==> run_1/m1.png <==
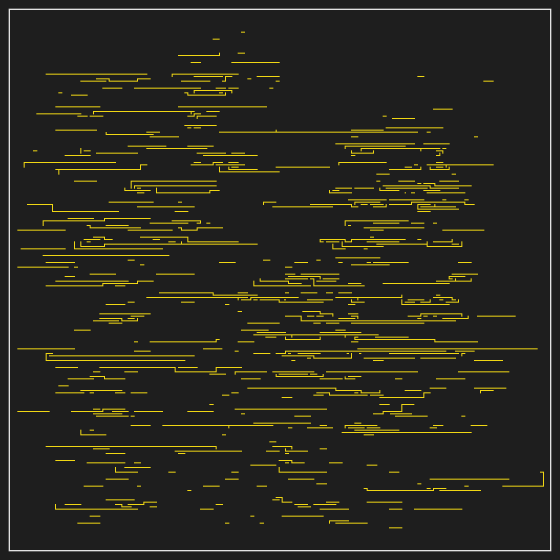
==> run_1/m3.png <==
The bar under the picture is 20 µm long.
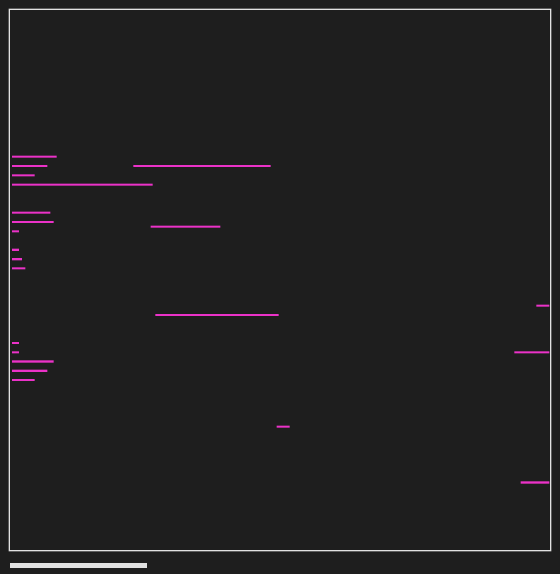
==> run_1/route_heat.png <==
The bar under the picture is 20 µm long. The die is cut into 16 by 16 equal tiles; dark blue is low, red is high, scaled to the fullest tile. Values are wire area over tile area, all layers added.
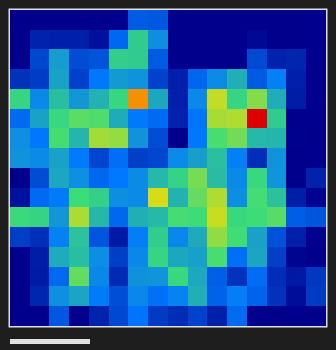
File: src/rtl/booth_host_pkg.sv
// Shared types and default sizing for the Booth multiplier host sequencer.
package booth_host_pkg;

    localparam int unsigned DEF_W          = 5;
    localparam int unsigned DEF_TIMEOUT    = 64;
    localparam int unsigned DEF_RST_CYCLES = 2;

    typedef enum logic [2:0] {
        RESET_M,
        IDLE,
        START,
        SEND_A,
        SEND_B,
        WAIT_DONE,
        CAP_LO,
        RESP
    } state_e;

    // Counter must reach max(TIMEOUT, RST_CYCLES) - 1.
    function automatic int unsigned timer_width(input int unsigned timeout,
                                                input int unsigned rst_cycles);
        int unsigned m;
        m = (timeout > rst_cycles) ? timeout : rst_cycles;
        return (m > 1) ? $clog2(m) : 1;
    endfunction

    localparam int unsigned DEF_TMR_W = timer_width(DEF_TIMEOUT, DEF_RST_CYCLES);

endpackage

File: src/rtl/booth_host_timer.sv
// Clear/enable counter with terminal-count compare, shared by the reset hold and done timeout.
module booth_host_timer #(
    parameter int unsigned TW = 6
) (
    input  logic          clk,
    input  logic          rst,
    input  logic          clr,
    input  logic          en,
    input  logic [TW-1:0] tc_val,
    output logic [TW-1:0] count,
    output logic          tc
);

    logic [TW-1:0] count_q;
    logic [TW-1:0] count_d;

    always_comb begin
        count_d = count_q;
        if (clr) begin
            count_d = '0;
        end else if (en) begin
            count_d = count_q + 1'b1;
        end
    end

    always_ff @(posedge clk or negedge rst) begin
        if (!rst) begin
            count_q <= '0;
        end else begin
            count_q <= count_d;
        end
    end

    assign count = count_q;
    assign tc    = (count_q == tc_val);

endmodule

File: src/rtl/booth_mult_host.sv
// Host sequencer for the serial Booth multiplier: operand load, done wait with timeout,
// two-beat result capture and automatic multiplier reset after power-up or timeout.
module booth_mult_host
    import booth_host_pkg::*;
#(
    parameter int unsigned W          = DEF_W,
    parameter int unsigned TIMEOUT    = DEF_TIMEOUT,
    parameter int unsigned RST_CYCLES = DEF_RST_CYCLES
) (
    input  logic           clk,
    input  logic           rst,
    input  logic           op_valid,
    output logic           op_ready,
    input  logic [W-1:0]   op_a,
    input  logic [W-1:0]   op_b,
    output logic           res_valid,
    input  logic           res_ready,
    output logic [2*W-1:0] res_product,
    output logic           res_err,
    output logic           mult_start,
    output logic           mult_rst,
    output logic [W-1:0]   mult_data_in,
    input  logic [W-1:0]   mult_data_out,
    input  logic           mult_done
);

    localparam int unsigned TW = timer_width(TIMEOUT, RST_CYCLES);

    state_e         state_q, state_d;
    logic [W-1:0]   a_q, a_d;
    logic [W-1:0]   b_q, b_d;
    logic [W-1:0]   hi_q, hi_d;
    logic [2*W-1:0] res_product_q, res_product_d;
    logic           res_err_q, res_err_d;
    logic           res_valid_q, res_valid_d;
    logic           op_ready_q, op_ready_d;
    logic           mult_start_q, mult_start_d;
    logic           mult_rst_q, mult_rst_d;
    logic [W-1:0]   mult_data_in_q, mult_data_in_d;

    logic           tmr_clr;
    logic           tmr_en;
    logic           tmr_tc;
    logic [TW-1:0]  tmr_tc_val;
    logic [TW-1:0]  tmr_count;

    assign tmr_tc_val = (state_q == RESET_M) ? TW'(RST_CYCLES - 1) : TW'(TIMEOUT - 1);

    booth_host_timer #(
        .TW(TW)
    ) u_timer (
        .clk    (clk),
        .rst    (rst),
        .clr    (tmr_clr),
        .en     (tmr_en),
        .tc_val (tmr_tc_val),
        .count  (tmr_count),
        .tc     (tmr_tc)
    );

    always_comb begin
        state_d       = state_q;
        a_d           = a_q;
        b_d           = b_q;
        hi_d          = hi_q;
        res_product_d = res_product_q;
        res_err_d     = res_err_q;
        tmr_clr       = 1'b0;
        tmr_en        = 1'b0;

        case (state_q)
            RESET_M: begin
                tmr_en = 1'b1;
                if (tmr_tc) begin
                    state_d = IDLE;
                end
            end
            IDLE: begin
                if (op_valid) begin
                    a_d     = op_a;
                    b_d     = op_b;
                    state_d = START;
                end
            end
            START:  state_d = SEND_A;
            SEND_A: state_d = SEND_B;
            SEND_B: begin
                tmr_clr = 1'b1;
                state_d = WAIT_DONE;
            end
            WAIT_DONE: begin
                // done takes priority over a timeout expiring in the same cycle
                if (mult_done) begin
                    hi_d    = mult_data_out;
                    state_d = CAP_LO;
                end else if (tmr_tc) begin
                    res_err_d     = 1'b1;
                    res_product_d = '0;
                    state_d       = RESP;
                end else begin
                    tmr_en = 1'b1;
                end
            end
            CAP_LO: begin
                res_product_d = {hi_q, mult_data_out};
                state_d       = RESP;
            end
            RESP: begin
                if (res_ready) begin
                    res_err_d = 1'b0;
                    tmr_clr   = 1'b1;
                    state_d   = res_err_q ? RESET_M : IDLE;
                end
            end
        endcase

        // Outputs are registered copies decoded from the next state.
        op_ready_d     = (state_d == IDLE);
        mult_start_d   = (state_d == START);
        mult_rst_d     = (state_d == RESET_M);
        res_valid_d    = (state_d == RESP);
        mult_data_in_d = '0;
        if (state_d == SEND_A) begin
            mult_data_in_d = a_q;
        end else if (state_d == SEND_B) begin
            mult_data_in_d = b_q;
        end
    end

    always_ff @(posedge clk or negedge rst) begin
        if (!rst) begin
            state_q        <= RESET_M;
            a_q            <= '0;
            b_q            <= '0;
            hi_q           <= '0;
            res_product_q  <= '0;
            res_err_q      <= 1'b0;
            res_valid_q    <= 1'b0;
            op_ready_q     <= 1'b0;
            mult_start_q   <= 1'b0;
            mult_rst_q     <= 1'b1;
            mult_data_in_q <= '0;
        end else begin
            state_q        <= state_d;
            a_q            <= a_d;
            b_q            <= b_d;
            hi_q           <= hi_d;
            res_product_q  <= res_product_d;
            res_err_q      <= res_err_d;
            res_valid_q    <= res_valid_d;
            op_ready_q     <= op_ready_d;
            mult_start_q   <= mult_start_d;
            mult_rst_q     <= mult_rst_d;
            mult_data_in_q <= mult_data_in_d;
        end
    end

    assign op_ready     = op_ready_q;
    assign res_valid    = res_valid_q;
    assign res_product  = res_product_q;
    assign res_err      = res_err_q;
    assign mult_start   = mult_start_q;
    assign mult_rst     = mult_rst_q;
    assign mult_data_in = mult_data_in_q;

endmodule

File: config.mk
export PLATFORM = sky130hd
export DESIGN_NAME = booth_mult_host
export DESIGN_NICKNAME = d
export VERILOG_FILES = /design/src/rtl/booth_host_pkg.sv /design/src/rtl/booth_host_timer.sv /design/src/rtl/booth_mult_host.sv
export SDC_FILE = /design/constraint.sdc
export NUM_CORES = 1
export LEC_CHECK = 0
export CELL_PAD_IN_SITES_DETAIL_PLACEMENT = 1
export CELL_PAD_IN_SITES_GLOBAL_PLACEMENT = 2
export CORE_UTILIZATION = 33
export CTS_CLUSTER_DIAMETER = 40
export CTS_CLUSTER_SIZE = 40
export DETAILED_ROUTE_END_ITERATION = 16
export GPL_ROUTABILITY_DRIVEN = 0
export GPL_TIMING_DRIVEN = 0
export PLACE_DENSITY = 0.81
export SETUP_SLACK_MARGIN = 0.15
export SLEW_MARGIN = 20
export SYNTH_ARGS = -nofsm -noshare
export SYNTH_HDL_FRONTEND = slang
export SYNTH_SLANG_ARGS = --single-unit
File: constraint.sdc
create_clock -name clk -period 2.39 [get_ports clk]
set_clock_uncertainty 0.05 [all_clocks]
set_input_delay 0.239 -clock clk [delete_from_list [all_inputs] [get_ports clk]]
set_output_delay 0.239 -clock clk [all_outputs]
set_load 0.01 [all_outputs]
==> PnR_summary.wiki, run 1 <==
== Implementation results ==
{| class="wikitable"
! Metric !! Value
|-
| Outcome || finished, final reports clean
|-
| Most used flip-flop cell || sky130_fd_sc_hd__dfrtp_1
|-
| Cell with the most instances after synthesis || sky130_fd_sc_hd__dfrtp_1
|-
| DRC marker count from the first detailed-route iteration || 30
|-
| Area fraction in and, or, nand and nor cells || 0.120
|-
| Arithmetic-cell share of the synthesized area counting full adders, half adders and majority gates || 0.00641
|-
| All-layer global routing usage || 0.159
|-
| Cell area after placement || 0.00245 mm²
|-
| Type of the worst setup path || reg -> reg
|-
| Buffer levels on the longest clock path || 2
|-
| P_sw || 1050 µW
|-
| Leak || 0.00112 µW
|-
| Post-Synthesis Net Count || 180
|-
| Final Max-Slew Violation Tally || 0
|-
| Sequential fraction of total cell area || 0.429
|-
| Clock latency on the worst-skew pair || 290 ps
|-
| Largest family of logic cells by area || AND-OR/OR-AND gates
|-
| Worst hold-check slack || 309 ps
|-
| CP max-delay cell || sky130_fd_sc_hd__or4_1
|-
| Final core area utilization || 0.458
|-
| Gate Area || 791 µm²
|-
| Share of layout cells above drive strength 1 || 0.135
|-
| Final non-filler cell total || 280
|-
| Core Density at Floorplan || 0.348
|-
| Most Used Layer, Global Route || met2
|-
| Number of fill cells || 619
|-
| Die height || 78.9 µm
|-
| Synth Area in XOR/XNOR || 0
|}
-- m1.png (at the start) --
The wires run mostly horizontal. The longest straight run is 29.0 µm. The layer holds 45% of the routed length.
vias: 1,422
Detailed Route WL: 4370 µm
met1 Resource Use GR: 0.205

-- m3.png (at the start) --
The wires run mostly horizontal. The layer holds 2.8% of the routed length.
GRT met3 Usage: 0.0322

-- route_heat.png (at the start) --
21% of the tiles are nearly empty. The emptiest ninth of the die: upper right. The mean over all tiles is 0.11. The fullest tile reaches 0.44. 11% of the tiles are over half the peak.

==> run_1/class_map.png <==
Fill, decap, tap and diode cells in gray.
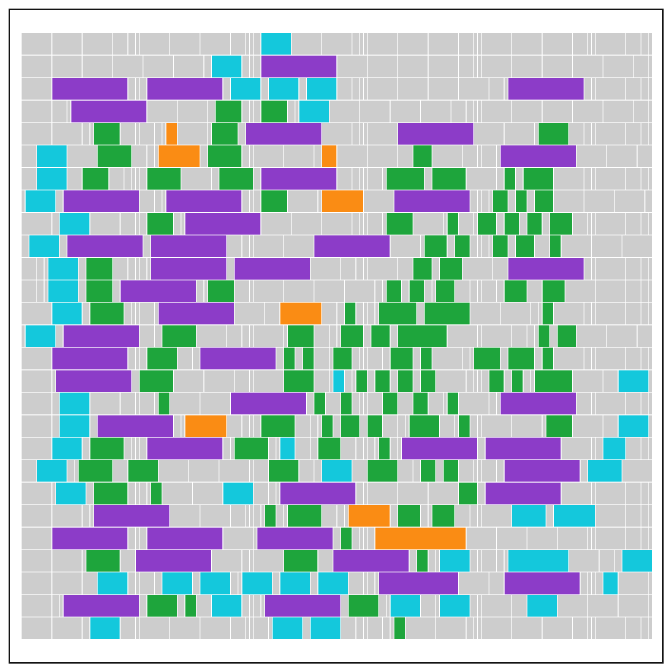

==> inputs of run 2 (changes only) <==
clock period = 2.15 ns   (was 2.39 ns; I/O delays follow)
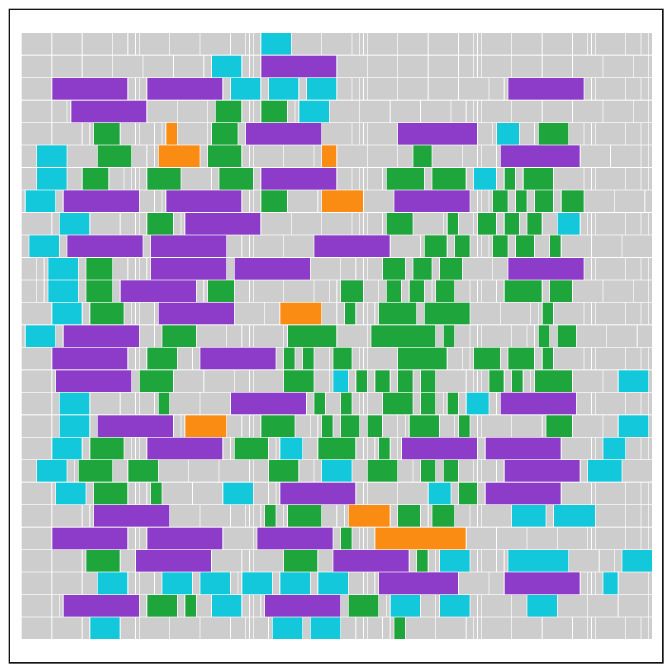
(run_2/class_map.png)
Fill, decap, tap and diode cells in gray.
Key: cyan = remaining buffers and delay cells [cells 52, share of their area 20%]; green = remaining logic cells [cells 109, share of their area 33%]; orange = clock drivers and dummy loads [cells 8, share of their area 4.2%]; purple = sequential cells [cells 44, share of their area 43%]
final core area utilization: 0.473
num rows: 27

==> run 2 against run 1 <==
Setup slack worse by 150 ps. Core utilization up 1.5 points. First-iteration DRC count is 50% higher. Final cell count grew 1.8%. Critical path type unchanged. Largest cell class unchanged.
==> PnR_summary.wiki, run 2 <==
== Implementation results ==
{| class="wikitable"
! Metric !! Value
|-
| Cell type taking the most area || sequential cells
|-
| Post-Synthesis Net Count || 180
|-
| Sequential cells || 44
|-
| Vias || 1,455
|-
| Largest family of logic cells by area || AND-OR/OR-AND gates
|-
| Detailed Route WL || 4480 µm
|-
| Share of layout cells above drive strength 1 || 0.188
|-
| Sequential fraction of total cell area || 0.417
|-
| DRC marker count from the first detailed-route iteration || 45
|-
| Library cell with the largest summed area after synthesis || sky130_fd_sc_hd__dfrtp_1
|-
| Die height || 78.9 µm
|-
| Number of fill cells || 615
|-
| Leak || 0.00116 µW
|-
| First-pass GRT wire length || 7770 µm
|-
| Cell area after placement || 0.00245 mm²
|-
| Gate Area || 828 µm²
|-
| Type of the worst setup path || reg -> reg
|-
| Core Density at Floorplan || 0.348
|-
| DRC violations left || 0
|-
| Synth Area in XOR/XNOR || 0
|-
| Yosys Warn Count || 0
|-
| Outcome || finished, final reports clean
|-
| Cell with the most instances after synthesis || sky130_fd_sc_hd__dfrtp_1
|-
| Final Max-Slew Violation Tally || 0
|-
| P_sw || 1210 µW
|-
| Most used flip-flop cell || sky130_fd_sc_hd__dfrtp_1
|-
| Clock latency on the worst-skew pair || 290 ps
|-
| Met1 Resource Use GR || 0.209
|-
| Final non-filler cell total || 285
|-
| CP max-delay cell || sky130_fd_sc_hd__or4_1
|-
| Buffer levels on the longest clock path || 2
|-
| GRT met3 Usage || 0.0322
|}
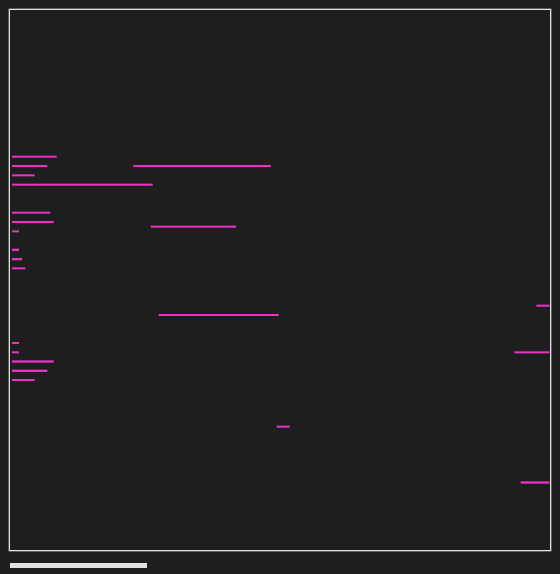
(run_2/m3.png)
The bar under the picture is 20 µm long.
The layer carries 126 µm of wire. 19 nets have wire on it. The wires run mostly horizontal.

==> inputs of run 3 (changes only) <==
HOLD_SLACK_MARGIN = 0.12   (was not set)
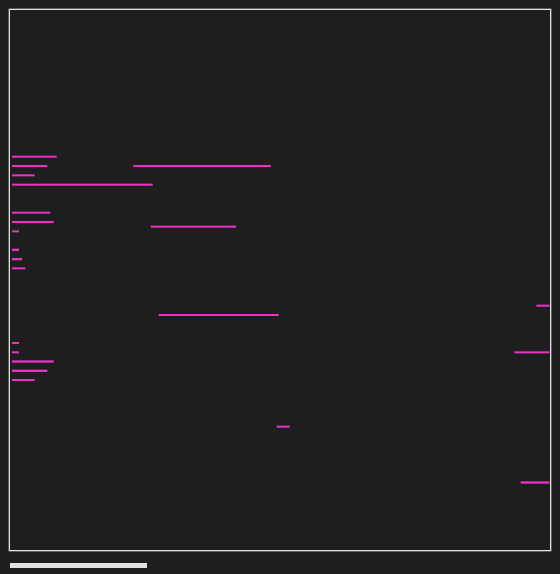
(run_3/m3.png)
The bar under the picture is 20 µm long.
The layer carries 126 µm of wire. The layer holds 2.8% of the routed length. The longest straight run is 20.2 µm. The wires run mostly horizontal.

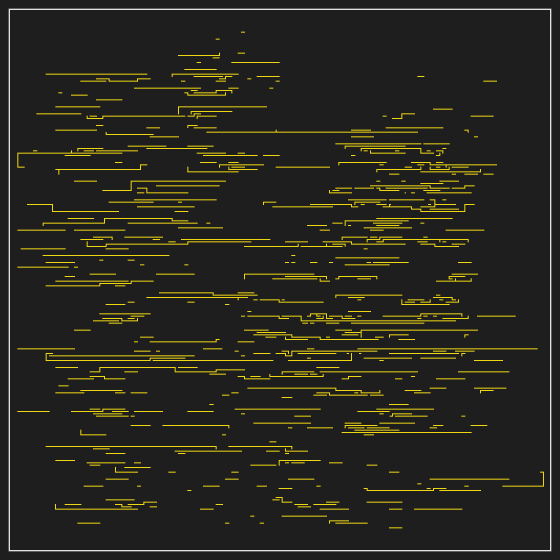
(run_3/m1.png)
The layer carries 2,020 µm of wire. The longest straight run is 30.8 µm. 211 nets have wire on it.

==> run 3 against run 2 <==
Flip-flop count did not move. Combinational power barely moved. Final cell count did not move. Fmax did not move. Routed wire length did not move. Synthesized cell count did not move. Core utilization did not move. Sequential power barely moved. Count of clock-buffer cells in the layout did not move. Critical path type unchanged. Largest cell class unchanged.
==> PnR_summary.wiki, run 3 <==
== Implementation results ==
{| class="wikitable"
! Metric !! Value
|-
| Cell with the most instances after synthesis || sky130_fd_sc_hd__dfrtp_1
|-
| Final core area utilization || 0.473
|-
| Yosys Warn Count || 0
|-
| Gate Area || 828 µm²
|-
| Final non-filler cell total || 285
|-
| P_sw || 1210 µW
|-
| Most Used Layer, Global Route || met2
|-
| Met1 Resource Use GR || 0.209
|-
| Vias || 1,455
|-
| Layout inverter count without the clock tree || 3
|-
| Sequential cells || 44
|-
| First-pass GRT wire length || 7770 µm
|-
| Type of the worst setup path || reg -> reg
|-
| Sequential share of the synthesized area || 0.565
|-
| Num rows || 27
|-
| Outcome || finished, final reports clean
|-
| Core Density at Floorplan || 0.348
|-
| CP max-delay cell || sky130_fd_sc_hd__or4_1
|-
| Area fraction in and, or, nand and nor cells || 0.120
|-
| Sequential fraction of total cell area || 0.417
|-
| Worst hold-check slack || 286 ps
|-
| Clock latency on the worst-skew pair || 290 ps
|-
| Leak || 0.00116 µW
|-
| Cell area after placement || 0.00245 mm²
|-
| Share of layout cells above drive strength 1 || 0.188
|-
| Post-synth tally of flip-flops with integrated enable || 0
|-
| Final Max-Slew Violation Tally || 0
|-
| Buffer levels on the longest clock path || 2
|-
| Library cell with the largest summed area after synthesis || sky130_fd_sc_hd__dfrtp_1
|-
| Cell type taking the most area || sequential cells
|-
| Arithmetic-cell share of the synthesized area counting full adders, half adders and majority gates || 0.00641
|-
| All-layer global routing usage || 0.162
|-
| GRT met3 Usage || 0.0322
|-
| Synth Area in XOR/XNOR || 0
|}
No activity file was given, so power comes from the tool's default toggle rates.
